<file path="config.mk">
export PLATFORM = sky130hd
export DESIGN_NAME = dispensador_troco
export DESIGN_NICKNAME = d
export VERILOG_FILES = /design/src/rtl/maquina_pkg.sv /design/src/rtl/temporizador_pulso.sv /design/src/rtl/dispensador_troco.sv
export SDC_FILE = /design/constraint.sdc
export NUM_CORES = 1
export LEC_CHECK = 0
export ABC_AREA = 1
export ABC_CLOCK_PERIOD_IN_PS = 2800
export CAP_MARGIN = 40
export CORE_ASPECT_RATIO = 0.8
export CORE_MARGIN = 1.5
export CORE_UTILIZATION = 48
export DETAILED_ROUTE_END_ITERATION = 7
export GPL_TIMING_DRIVEN = 0
export PLACE_DENSITY_LB_ADDON = 0.1
export SLEW_MARGIN = 10
export SYNTH_ARGS = -nofsm -noshare
export SYNTH_HDL_FRONTEND = slang
export SYNTH_SLANG_ARGS = --single-unit
</file>
<file path="constraint.sdc">
create_clock -name clk -period 2.8 [get_ports clk]
set_input_delay 0.28 -clock clk [delete_from_list [all_inputs] [get_ports clk]]
set_output_delay 0.28 -clock clk [all_outputs]
set_load 0.01 [all_outputs]
</file>
<file path="src/rtl/maquina_pkg.sv">
// Shared definitions for the change dispenser: coin codes, FSM states and coin values.
package maquina_pkg;

  localparam logic [1:0] MOEDA_NENHUMA = 2'b00;
  localparam logic [1:0] M1            = 2'b01;
  localparam logic [1:0] M2            = 2'b10;
  localparam logic [1:0] M3            = 2'b11;

  typedef enum logic [2:0] {
    IDLE   = 3'd0,
    GATE   = 3'd1,
    SELECT = 3'd2,
    EJECT  = 3'd3,
    WAIT   = 3'd4,
    DONE   = 3'd5,
    ERRO   = 3'd6
  } estado_t;

  function automatic logic [3:0] valor_moeda(input logic [1:0] code,
                                             input logic [3:0] v1,
                                             input logic [3:0] v2,
                                             input logic [3:0] v3);
    case (code)
      M1:      return v1;
      M2:      return v2;
      M3:      return v3;
      default: return 4'd0;
    endcase
  endfunction

endpackage

</file>
<file path="src/rtl/temporizador_pulso.sv">
// Loadable down-counter; ultimo_c flags the final cycle of a loaded interval.
module temporizador_pulso #(
  parameter int unsigned WIDTH = 8
) (
  input  logic             clk,
  input  logic             reset,
  input  logic             carregar,
  input  logic [WIDTH-1:0] valor,
  output logic             ultimo_c
);

  logic [WIDTH-1:0] contagem;

  always_ff @(posedge clk) begin
    if (reset)
      contagem <= '0;
    else if (carregar)
      contagem <= valor;
    else if (contagem != '0)
      contagem <= contagem - WIDTH'(1);
  end

  assign ultimo_c = (contagem == WIDTH'(1));

endmodule

</file>
<file path="src/rtl/dispensador_troco.sv">
// Change dispenser: product gate pulse, greedy coin payout with sensor confirmation,
// per-denomination stock tracking and status reporting.
module dispensador_troco
  import maquina_pkg::*;
#(
  parameter int unsigned VAL1       = 1,
  parameter int unsigned VAL2       = 2,
  parameter int unsigned VAL3       = 5,
  parameter int unsigned STOCK_INIT = 4,
  parameter int unsigned PULSE      = 5_000_000,
  parameter int unsigned TIMEOUT    = 25_000_000
) (
  input  logic       clk,
  input  logic       reset,
  input  logic       liberar,
  input  logic       devolver,
  input  logic [3:0] valor_moedas,
  input  logic [2:0] valor_produto,
  input  logic       sensor_moeda,
  output logic       produto_out,
  output logic [1:0] ejetar,
  output logic [3:0] troco_rest,
  output logic       ocupado,
  output logic       fim,
  output logic       sem_troco,
  output logic       erro
);

  localparam int unsigned PW = $clog2(PULSE + 1);
  localparam int unsigned TW = $clog2(TIMEOUT + 1);
  localparam logic [3:0] V1 = 4'(VAL1);
  localparam logic [3:0] V2 = 4'(VAL2);
  localparam logic [3:0] V3 = 4'(VAL3);
  localparam logic [3:0] S0 = 4'(STOCK_INIT);

  estado_t    estado;
  logic       liberar_q, devolver_q, ack;
  logic [1:0] codigo;
  logic [3:0] stock1, stock2, stock3;

  logic       edge_lib_c, edge_dev_c, aceita_venda_c, carrega_ejecao_c, carrega_pulso_c;
  logic       pulso_fim_c, tmo_fim_c;
  logic [1:0] sel_c;

  assign edge_lib_c       = liberar & ~liberar_q;
  assign edge_dev_c       = devolver & ~devolver_q;
  assign aceita_venda_c   = (estado == IDLE) && edge_lib_c && !edge_dev_c &&
                            (valor_moedas >= {1'b0, valor_produto});
  assign carrega_ejecao_c = (estado == SELECT) && (troco_rest != 4'd0) && (sel_c != MOEDA_NENHUMA);
  assign carrega_pulso_c  = aceita_venda_c | carrega_ejecao_c;

  // Greedy pick: largest denomination in stock that still fits the amount owed.
  always_comb begin
    sel_c = MOEDA_NENHUMA;
    if (stock3 != 4'd0 && V3 <= troco_rest)
      sel_c = M3;
    else if (stock2 != 4'd0 && V2 <= troco_rest)
      sel_c = M2;
    else if (stock1 != 4'd0 && V1 <= troco_rest)
      sel_c = M1;
  end

  temporizador_pulso #(.WIDTH(PW)) u_pulso (
    .clk      (clk),
    .reset    (reset),
    .carregar (carrega_pulso_c),
    .valor    (PW'(PULSE)),
    .ultimo_c (pulso_fim_c)
  );

  temporizador_pulso #(.WIDTH(TW)) u_timeout (
    .clk      (clk),
    .reset    (reset),
    .carregar (carrega_ejecao_c),
    .valor    (TW'(TIMEOUT)),
    .ultimo_c (tmo_fim_c)
  );

  always_ff @(posedge clk) begin
    if (reset) begin
      estado      <= IDLE;
      liberar_q   <= 1'b0;
      devolver_q  <= 1'b0;
      ack         <= 1'b0;
      codigo      <= MOEDA_NENHUMA;
      stock1      <= S0;
      stock2      <= S0;
      stock3      <= S0;
      produto_out <= 1'b0;
      ejetar      <= MOEDA_NENHUMA;
      troco_rest  <= 4'd0;
      ocupado     <= 1'b0;
      fim         <= 1'b0;
      sem_troco   <= 1'b0;
      erro        <= 1'b0;
    end else begin
      liberar_q  <= liberar;
      devolver_q <= devolver;
      fim        <= 1'b0;
      case (estado)
        IDLE: begin
          // A liberar edge without enough credit falls through to a refund.
          if (edge_dev_c || (edge_lib_c && !aceita_venda_c)) begin
            troco_rest <= valor_moedas;
            sem_troco  <= 1'b0;
            ocupado    <= 1'b1;
            estado     <= SELECT;
          end else if (aceita_venda_c) begin
            troco_rest  <= valor_moedas - {1'b0, valor_produto};
            sem_troco   <= 1'b0;
            ocupado     <= 1'b1;
            produto_out <= 1'b1;
            estado      <= GATE;
          end
        end
        GATE: begin
          if (pulso_fim_c) begin
            produto_out <= 1'b0;
            estado      <= SELECT;
          end
        end
        SELECT: begin
          ack <= 1'b0;
          if (troco_rest == 4'd0) begin
            fim    <= 1'b1;
            estado <= DONE;
          end else if (sel_c != MOEDA_NENHUMA) begin
            codigo <= sel_c;
            ejetar <= sel_c;
            case (sel_c)
              M1:      stock1 <= stock1 - 4'd1;
              M2:      stock2 <= stock2 - 4'd1;
              default: stock3 <= stock3 - 4'd1;
            endcase
            estado <= EJECT;
          end else begin
            sem_troco <= 1'b1;
            fim       <= 1'b1;
            estado    <= DONE;
          end
        end
        EJECT: begin
          if (sensor_moeda)
            ack <= 1'b1;
          if (pulso_fim_c) begin
            ejetar <= MOEDA_NENHUMA;
            estado <= WAIT;
          end
        end
        WAIT: begin
          if (ack || sensor_moeda) begin
            troco_rest <= troco_rest - valor_moeda(codigo, V1, V2, V3);
            estado     <= SELECT;
          end else if (tmo_fim_c) begin
            erro    <= 1'b1;
            ocupado <= 1'b0;
            estado  <= ERRO;
          end
        end
        DONE: begin
          ocupado <= 1'b0;
          estado  <= IDLE;
        end
        ERRO: begin
          estado <= ERRO;
        end
        default: estado <= IDLE;
      endcase
    end
  end

endmodule

</file>
**Run 1: sequential cells colored by netlist name**

Other sequential cells in the stronger gray, the rest of the logic in the fainter gray.
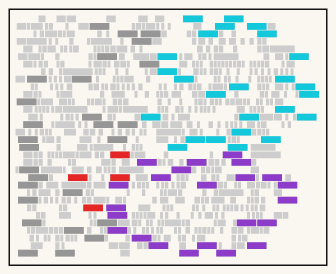
- red: `stock2` (placed flops 4)
- purple: `u_pulso.contagem` (placed flops 23)
- cyan: `u_timeout.contagem` (placed flops 25)
- not colored: 27

**Run 1: the metal 1 layer**

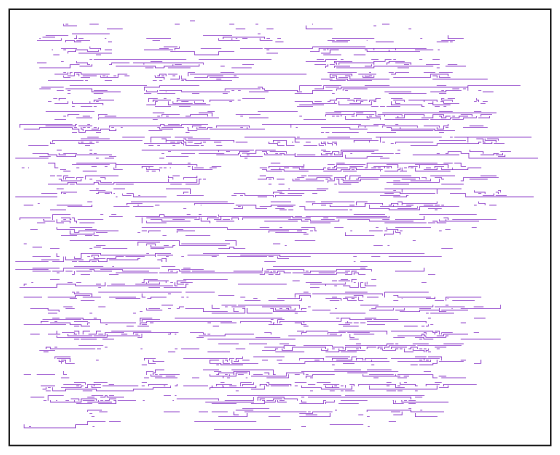
- wire length on this layer: 5440 um
- main direction: horizontal
- share of all routed wire: 50%
- longest straight run: 46.5 um
- nets with wire on the layer: 691

**Run 1: metal 2**

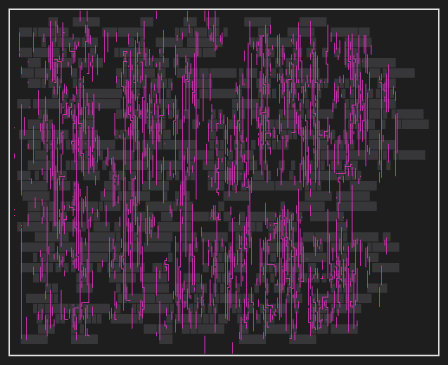
- wire length on this layer: 4640 um
- longest straight run: 44.5 um
- nets with wire on the layer: 594

==> GITHUB_STEP_SUMMARY, run 1 <==
### Yosys + OpenROAD results

| Metric | Value |
|---|---|
| Status | `completed` |
| Critical Path, Cell by Cell | `o311ai_0 -> nand2_1 -> inv_1 -> ha_1 -> nand3b_4 -> inv_4 -> a21oi_4 -> nand2_4 -> buf_6 -> a21oi_2` |
| Top comb family, area | `simple AND/OR/NAND/NOR gates` |
| Core footprint | `9569 um2` |
| Grt met1 use | `0.3136` |
| Flop+latch power | `1770 uW` |
| Met2 routed WL | `4640 um` |
| Overflow after GRT | `0` |
| Via count | `4355` |
| Register share of total power | `0.268` |
| Post-Layout Cell Count | `829` |
| Fraction of area in registers | `0.2931` |
| Gate power share | `0.535` |
| Worst-margin pin slew | `675.5 ps` |
| Fraction of area in multi-input gates | `0.5190` |
| Commonest cells after routing, fill and taps aside | `nand2_1 (133), nor2_1 (117), dfxtp_1 (79)` |
| Post-synth top cells | `nand2_1 (133), nor2_1 (117), dfxtp_1 (79), inv_1 (66), a21oi_1 (53)` |
| Yosys adder share | `0.06702` |
| DP HPWL | `8278 um` |
| Crit path required time | `3070 ps` |
| Synth area leader | `dfxtp_1` |
| Sink Count | `79` |
| Int Power | `3617 uW` |
| Crit path kind | `reg2reg` |
| Met2 usage | `0.3489` |
| Post-CTS Setup Inserts | `0` |
| Drt first pass iters | `4` |
| Sequential standard cell area | `1582 um2` |
| Mux share | `0` |
| Post-DP Area | `5064 um2` |
| Inverters | `70` |
| DRT antenna net count | `0` |
| Top cell type by instance count after synthesis | `nand2_1` |
| Tool warning count | `36` |
| Slew HR | `0.5497` |
| Initial DRC count | `207` |
| Simple-gate area share of the yosys netlist | `0.3710` |
| Placed insts | `814` |
| Bufs and invs on worst path | `3` |
| Clock tree cell share of total cell area | `0.06146` |
| Tot GR Track Use | `0.2287` |
| Combinational power | `3530 uW` |
| First-pass GRT wire length | `19000 um` |
| Commonest Layout Cell | `nand2_1` |
| H-tree Lvls | `3` |
| Peak Freq | `424.3 MHz` |
| Post-CTS Resized | `0` |
| Place WS | `344.8 ps` |
| Vias in the first global route | `4140` |
| Ys async rst share | `0` |
| Reg clk slew, reported paths | `50 ps` |
| Clock power frac | `0.197` |
| Largest cells by area after synthesis | `dfxtp_1 (34%), nand2_1 (11%), nor2_1 (9.3%)` |
| Setup Skew | `6.958 ps` |
| VDD IR max | `0.0004883 V` |
| Slew Limit Fails | `0` |
| Switching power | `2993 uW` |
| Period utilisation layout | `0.8418` |
| Crit path max-delay cell type | `o311ai_0` |
| Post-synth EDFFs | `0` |
| Clock buffer cells | `12` |
| Maxcap violations | `0` |
| Worst hold slack | `381.1 ps` |
| Drt via density | `5.253` |
| DR top layer | `met4` |
| CP startpoint kind | `register` |
| Final hold vios | `0` |
| Diode count | `0` |
| Setup violations, final | `0` |
| Pwr Density | `1225 nW/um2` |
| Post-Route Utilization | `0.5638` |
| Worst Setup End Kind | `register` |
| Width of the chip | `113.7 um` |
| YS chip area | `4705 um2` |
| Bufs w/o clock | `33` |
| Synthesized Nets | `710` |
| Multi-input logic area | `2800 um2` |
| Share of layout cells above drive strength 1 | `0.1000` |
| Area grow syn2layout | `14.68%` |
| Yosys cell count | `674` |
| Yosys warns | `0` |
==> run 1: path summary, 6_finish.rpt <==
| check | from | end | slack [ps] | depth (start not counted) |
|---|---|---|---|---|
| setup / recovery | troco_rest[3]$_SDFFE_PP0P_ | u_pulso.contagem[13]$_SDFFE_PP0P_ | 440 | 10 |
| hold / removal | reset | troco_rest[1]$_SDFFE_PP0P_ | 380 | 4 |
| setup reg to reg | troco_rest[3]$_SDFFE_PP0P_ | u_pulso.contagem[13]$_SDFFE_PP0P_ | 440 | 10 |
| hold reg to reg | stock3[0]$_SDFFE_PP0P_ | stock3[0]$_SDFFE_PP0P_ | 450 | 1 |
--- run 2 (diff from run 1) ---
- ABC_CLOCK_PERIOD_IN_PS: 2800 -> 2400
- clock period: 2.8 -> 2.4 ns (I/O delays scaled with it)
**Run 2: cell area per tile**

11 x 9 tiles, from white (low) to dark blue (high), 0 to 100% covered.
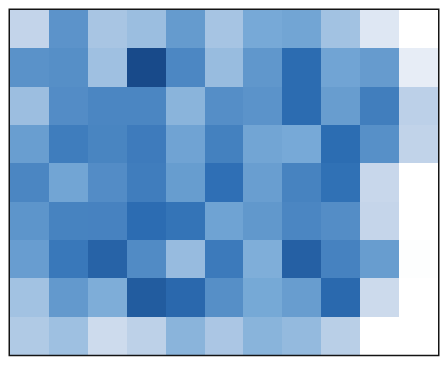
- fullest tile: 89%
- nearly empty tiles: 7.1%
- emptiest ninth of the die: south-east
- mean over tiles: 51%
- tiles over 75% full: 10%

**Run 2: cell outlines without signal wires**

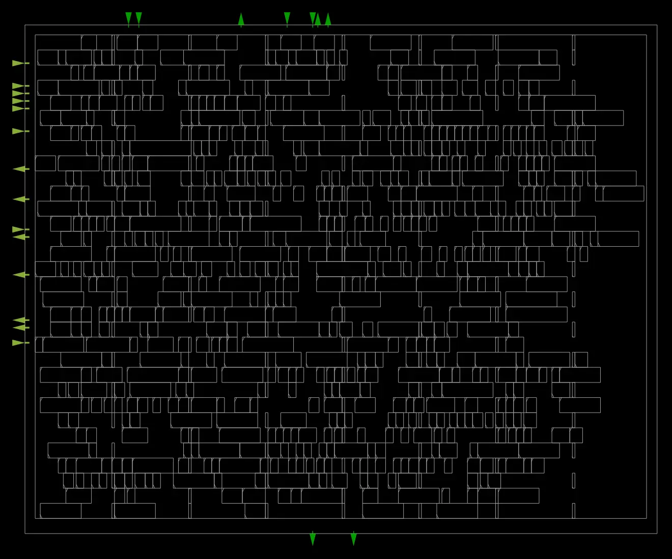
Post-Layout Cell Count: 830
fraction of area in registers: 0.2927
core footprint: 9569 um2
flip-flops: 79

==> run 2 against run 1 <==
Compared with the run above:
- via count down 0.16%
- register-to-register slack worse by 290 ps
- global-route usage is the same
- wire length increased by 0.29%
- final area up 0.16%
- power up 17%
- non-clock buffer count up 1
- critical path depth increased by 1
==> GITHUB_STEP_SUMMARY, run 2 <==
### Yosys + OpenROAD results

| Metric | Value |
|---|---|
| Inverters | `70` |
| Int Power | `4231 uW` |
| Post-synth top cells | `nand2_1 (133), nor2_1 (117), dfxtp_1 (79), inv_1 (66), a21oi_1 (53)` |
| Overflow after GRT | `0` |
| Placed insts | `814` |
| Yosys cell count | `674` |
| GP Congestion | `0.9042` |
| Initial DRC count | `201` |
| First-pass GRT wire length | `19000 um` |
| CTS root buf | `clkbuf_16` |
| Tot GR Track Use | `0.2287` |
| Commonest cells after routing, fill and taps aside | `nand2_1 (133), nor2_1 (117), dfxtp_1 (79)` |
| Multi-input logic area | `2800 um2` |
| Width of the chip | `113.7 um` |
| Synthesized Nets | `710` |
| Drt via density | `5.239` |
| DRT antenna net count | `0` |
| Reg2reg end | `u_timeout.contagem[7]$_SDFFE_PP0P_` |
| Post-Route Utilization | `0.5647` |
| Share of layout cells above drive strength 1 | `0.1027` |
| Combinational power | `4140 uW` |
| End of the critical path | `u_timeout.contagem[7]$_SDFFE_PP0P_` |
| Worst Setup SP | `troco_rest[3]$_SDFFE_PP0P_` |
| Maxcap violations | `0` |
| Final hold vios | `0` |
| End of the worst hold path | `troco_rest[1]$_SDFFE_PP0P_` |
| Met2 routed WL | `4646 um` |
| CP startpoint kind | `register` |
| Slew HR | `0.5466` |
| Vias in the first global route | `4140` |
| Setup Skew | `7.099 ps` |
| Setup violations, final | `0` |
| Sink Count | `79` |
| Switching power | `3493 uW` |
| Pwr Density | `1429 nW/um2` |
| Status | `completed` |
| Crit path kind | `reg2reg` |
| Diode count | `0` |
| H-tree Lvls | `3` |
| Via count | `4348` |
| Hold path start | `reset` |
| Largest cells by area after synthesis | `dfxtp_1 (34%), nand2_1 (11%), nor2_1 (9.3%)` |
| Area grow syn2layout | `14.87%` |
| Sequential standard cell area | `1582 um2` |
| Gate power share | `0.535` |
| Peak Freq | `445.1 MHz` |
| Flop+latch power | `2070 uW` |
| Critical R2R Launch | `troco_rest[3]$_SDFFE_PP0P_` |
| Reg clk slew, reported paths | `60 ps` |
| Worst R2R Setup Slack | `150 ps` |
| Fraction of area in multi-input gates | `0.5182` |
| DR top layer | `met4` |
| Top Consumer | `combinational cells` |
| VDD IR max | `0.0005704 V` |
| Grt met1 use | `0.3136` |
| Synth area leader | `dfxtp_1` |
| Worst Setup End Kind | `register` |
| Register share of total power | `0.268` |
| Place WS | `-15.19 ps` |
| Crit path required time | `2630 ps` |
| Net count of the finished layout | `743` |
| Met2 usage | `0.3489` |
| Post-synth EDFFs | `0` |
| Worst R2R Path Depth | `11` |
| Post-DP Area | `5064 um2` |
| Hold depth | `4` |
| Tool warning count | `36` |
| Clock tree cell share of total cell area | `0.06136` |
| Bufs w/o clock | `34` |
| Commonest Layout Cell | `nand2_1` |
| DP HPWL | `8278 um` |
| Slew Limit Fails | `0` |
| Top cell type by instance count after synthesis | `nand2_1` |
| Period utilisation layout | `0.9360` |
| Drt first pass iters | `5` |
| Worst hold slack | `341.0 ps` |
| Clock buffer cells | `12` |
| Ys async rst share | `0` |
| YS chip area | `4705 um2` |
-- run 2: kinds of logic (layout without fill, tap and decap cells) --
| logic type | count (synthesis) | after routing | synth area share |
|---|---|---|---|
| compound gates | 92 | 92 | 0.1106 |
| buf+inv | 82 | 119 | 0.06862 |
| xor+xnor | 25 | 25 | 0.04654 |
| fa+ha+maj | 24 | 24 | 0.06702 |
| flops | 79 | 79 | 0.3362 |
| simple gates | 372 | 372 | 0.3710 |
-- run 2: critical path, cell delays in order (launching register included) --
cell	delay (ps)
dfxtp_1	350
inv_1	170
nand2_1	80
o21ai_0	220
nand3_1	100
nand2_1	120
inv_1	100
ha_1	220
nand3b_4	200
nand2_1	220
buf_2	270
nor2_1	70
-- run 2: repair_timing --
action	CTS	global route
resized	0	2
buffers inserted	0	1
endpoints found under the setup margin	0	25
--- run 3 (diff from run 2) ---
- HOLD_SLACK_MARGIN: unset -> 0.05
- PLACE_DENSITY: unset -> 0.64
- PLACE_DENSITY_LB_ADDON: 0.1 -> unset
- SYNTH_HIERARCHICAL: unset -> 1
**Run 3: the metal 1 layer**

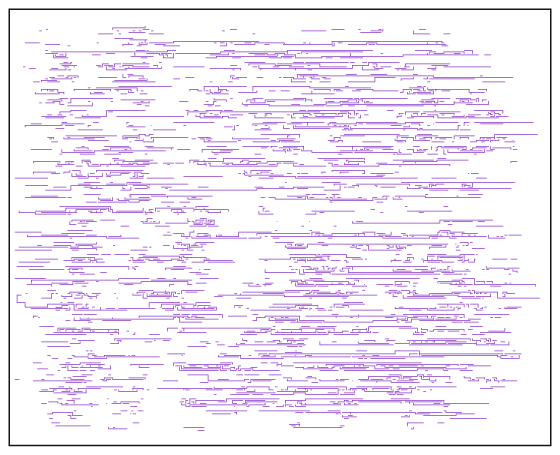
- main direction: horizontal
- wire length on this layer: 6680 um
- longest straight run: 31.7 um

**Run 3: metal 2**

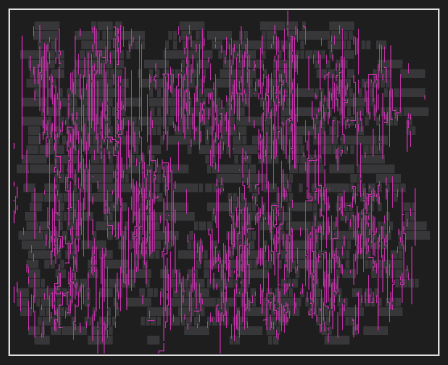
- share of all routed wire: 45%
- main direction: vertical
- nets with wire on the layer: 726

==> run 3 against run 2 <==
Compared with the run above:
- first-iteration DRC count rose by 57%
- final area rose by 24%
- critical path depth rose by 8
- sequential cell count did not move
- sequential share of layout area fell by 5.7 points
- largest cell class unchanged
==> GITHUB_STEP_SUMMARY, run 3 <==
### Yosys + OpenROAD results

| Metric | Value |
|---|---|
| VDD IR max | `0.0007566 V` |
| Share of layout cells above drive strength 1 | `0.1709` |
| Switching power | `5456 uW` |
| Synth Area in XOR/XNOR | `0.02407` |
| Worst Setup End Kind | `register` |
| Tot GR Track Use | `0.2421` |
| Ys async rst share | `0` |
| Top Consumer | `combinational cells` |
| Critical Path, Cell by Cell | `inv_2 -> ha_4 -> nand2_2 -> nor2_2 -> nor3_2 -> inv_1 -> nand2_2 -> inv_2 -> ha_4 -> inv_4 -> nand3_4 -> nand2_2 -> buf_6 -> buf_6 -> nor2_4 -> buf_4 -> clkbuf_16 -> nand2_4 -> a21oi_2` |
| Combinational power | `7120 uW` |
| DP HPWL | `9988 um` |
| YS chip area | `5459 um2` |
| Clock tree cell share of total cell area | `0.04660` |
| Critical path's most frequent cell | `nand2_2` |
| Bufs and invs on worst path | `8` |
| Mux share | `0` |
| Placed insts | `1047` |
| Met2 usage | `0.3919` |
| Crit path kind | `reg2reg` |
| Initial DRC count | `315` |
| Setup violations, final | `0` |
| Post-CTS Resized | `18` |
| Area grow syn2layout | `22.97%` |
| Commonest cells after routing, fill and taps aside | `nand2_1 (185), nor2_1 (126), inv_1 (98)` |
| H-tree Lvls | `3` |
| Multi-input logic area | `3640 um2` |
| Top comb family, area | `simple AND/OR/NAND/NOR gates` |
| Yosys cell count | `835` |
| Post-DP Area | `6043 um2` |
| Clock buffer cells | `10` |
| Maxcap violations | `0` |
| Overflow after GRT | `0` |
| Reg clk slew, reported paths | `60 ps` |
| Via count | `5358` |
| Final hold vios | `0` |
| Area fraction in compound gates | `0.1011` |
| Post-CTS Setup Inserts | `16` |
| Crit path required time | `2590 ps` |
| Core footprint | `10980 um2` |
| Slew HR | `0.5431` |
| Tool warning count | `33` |
| Synth area leader | `dfxtp_1` |
| Net count of the finished layout | `971` |
| CTS root buf | `clkbuf_16` |
| Vias in the first global route | `5076` |
| Inverters | `111` |
| Drt first pass iters | `5` |
| Worst hold slack | `456.7 ps` |
| Post-synth top cells | `nand2_1 (190), nor2_1 (128), inv_1 (104), dfxtp_1 (79), nand3_1 (65)` |
| Drt via density | `4.934` |
| DR top layer | `met4` |
| Fraction of area in registers | `0.2362` |
| Clock power frac | `0.135` |
| Pwr Density | `1614 nW/um2` |
| Int Power | `5380 uW` |
| Post-Layout Cell Count | `1086` |
| First-pass GRT wire length | `23430 um` |
| Largest cells by area after synthesis | `dfxtp_1 (29%), nand2_1 (13%), nor2_1 (8.8%)` |
| DRT antenna net count | `0` |
| Worst-margin pin slew | `683.2 ps` |
| Crit path max-delay cell type | `dfxtp_2` |
| Critical path's top delay family | `buffers and inverters` |
| Fraction of area in multi-input gates | `0.5422` |
| Period utilisation layout | `0.9557` |
| Status | `completed` |
| Gate power share | `0.657` |
| GP Congestion | `0.8944` |
| Setup Skew | `8.207 ps` |
==> run 3: cell count changes in the layout (fill, tap and decap cells not counted), moves of 11 or more <==
cell	delta
buf_4	+18
conb_1	+48
inv_1	+32
nand2_1	+52
nand2_2	+12
nand2_4	+11
nand3_1	+13
==> run 3: final timing paths <==
path | startpoint | end | slack (ps) | depth (start not counted)
worst max-delay path | stock3[1]$_SDFFE_PP0P_ | u_pulso/contagem[18]$_SDFFE_PP0P_ | 110 | 19
worst min-delay path | liberar | liberar_q$_SDFF_PP0_ | 460 | 3
worst max register to register | stock3[1]$_SDFFE_PP0P_ | u_pulso/contagem[18]$_SDFFE_PP0P_ | 110 | 19
worst min register to register | stock1[0]$_SDFFE_PP0P_ | stock1[0]$_SDFFE_PP0P_ | 460 | 2
Power is estimated from default activity; no workload was simulated.
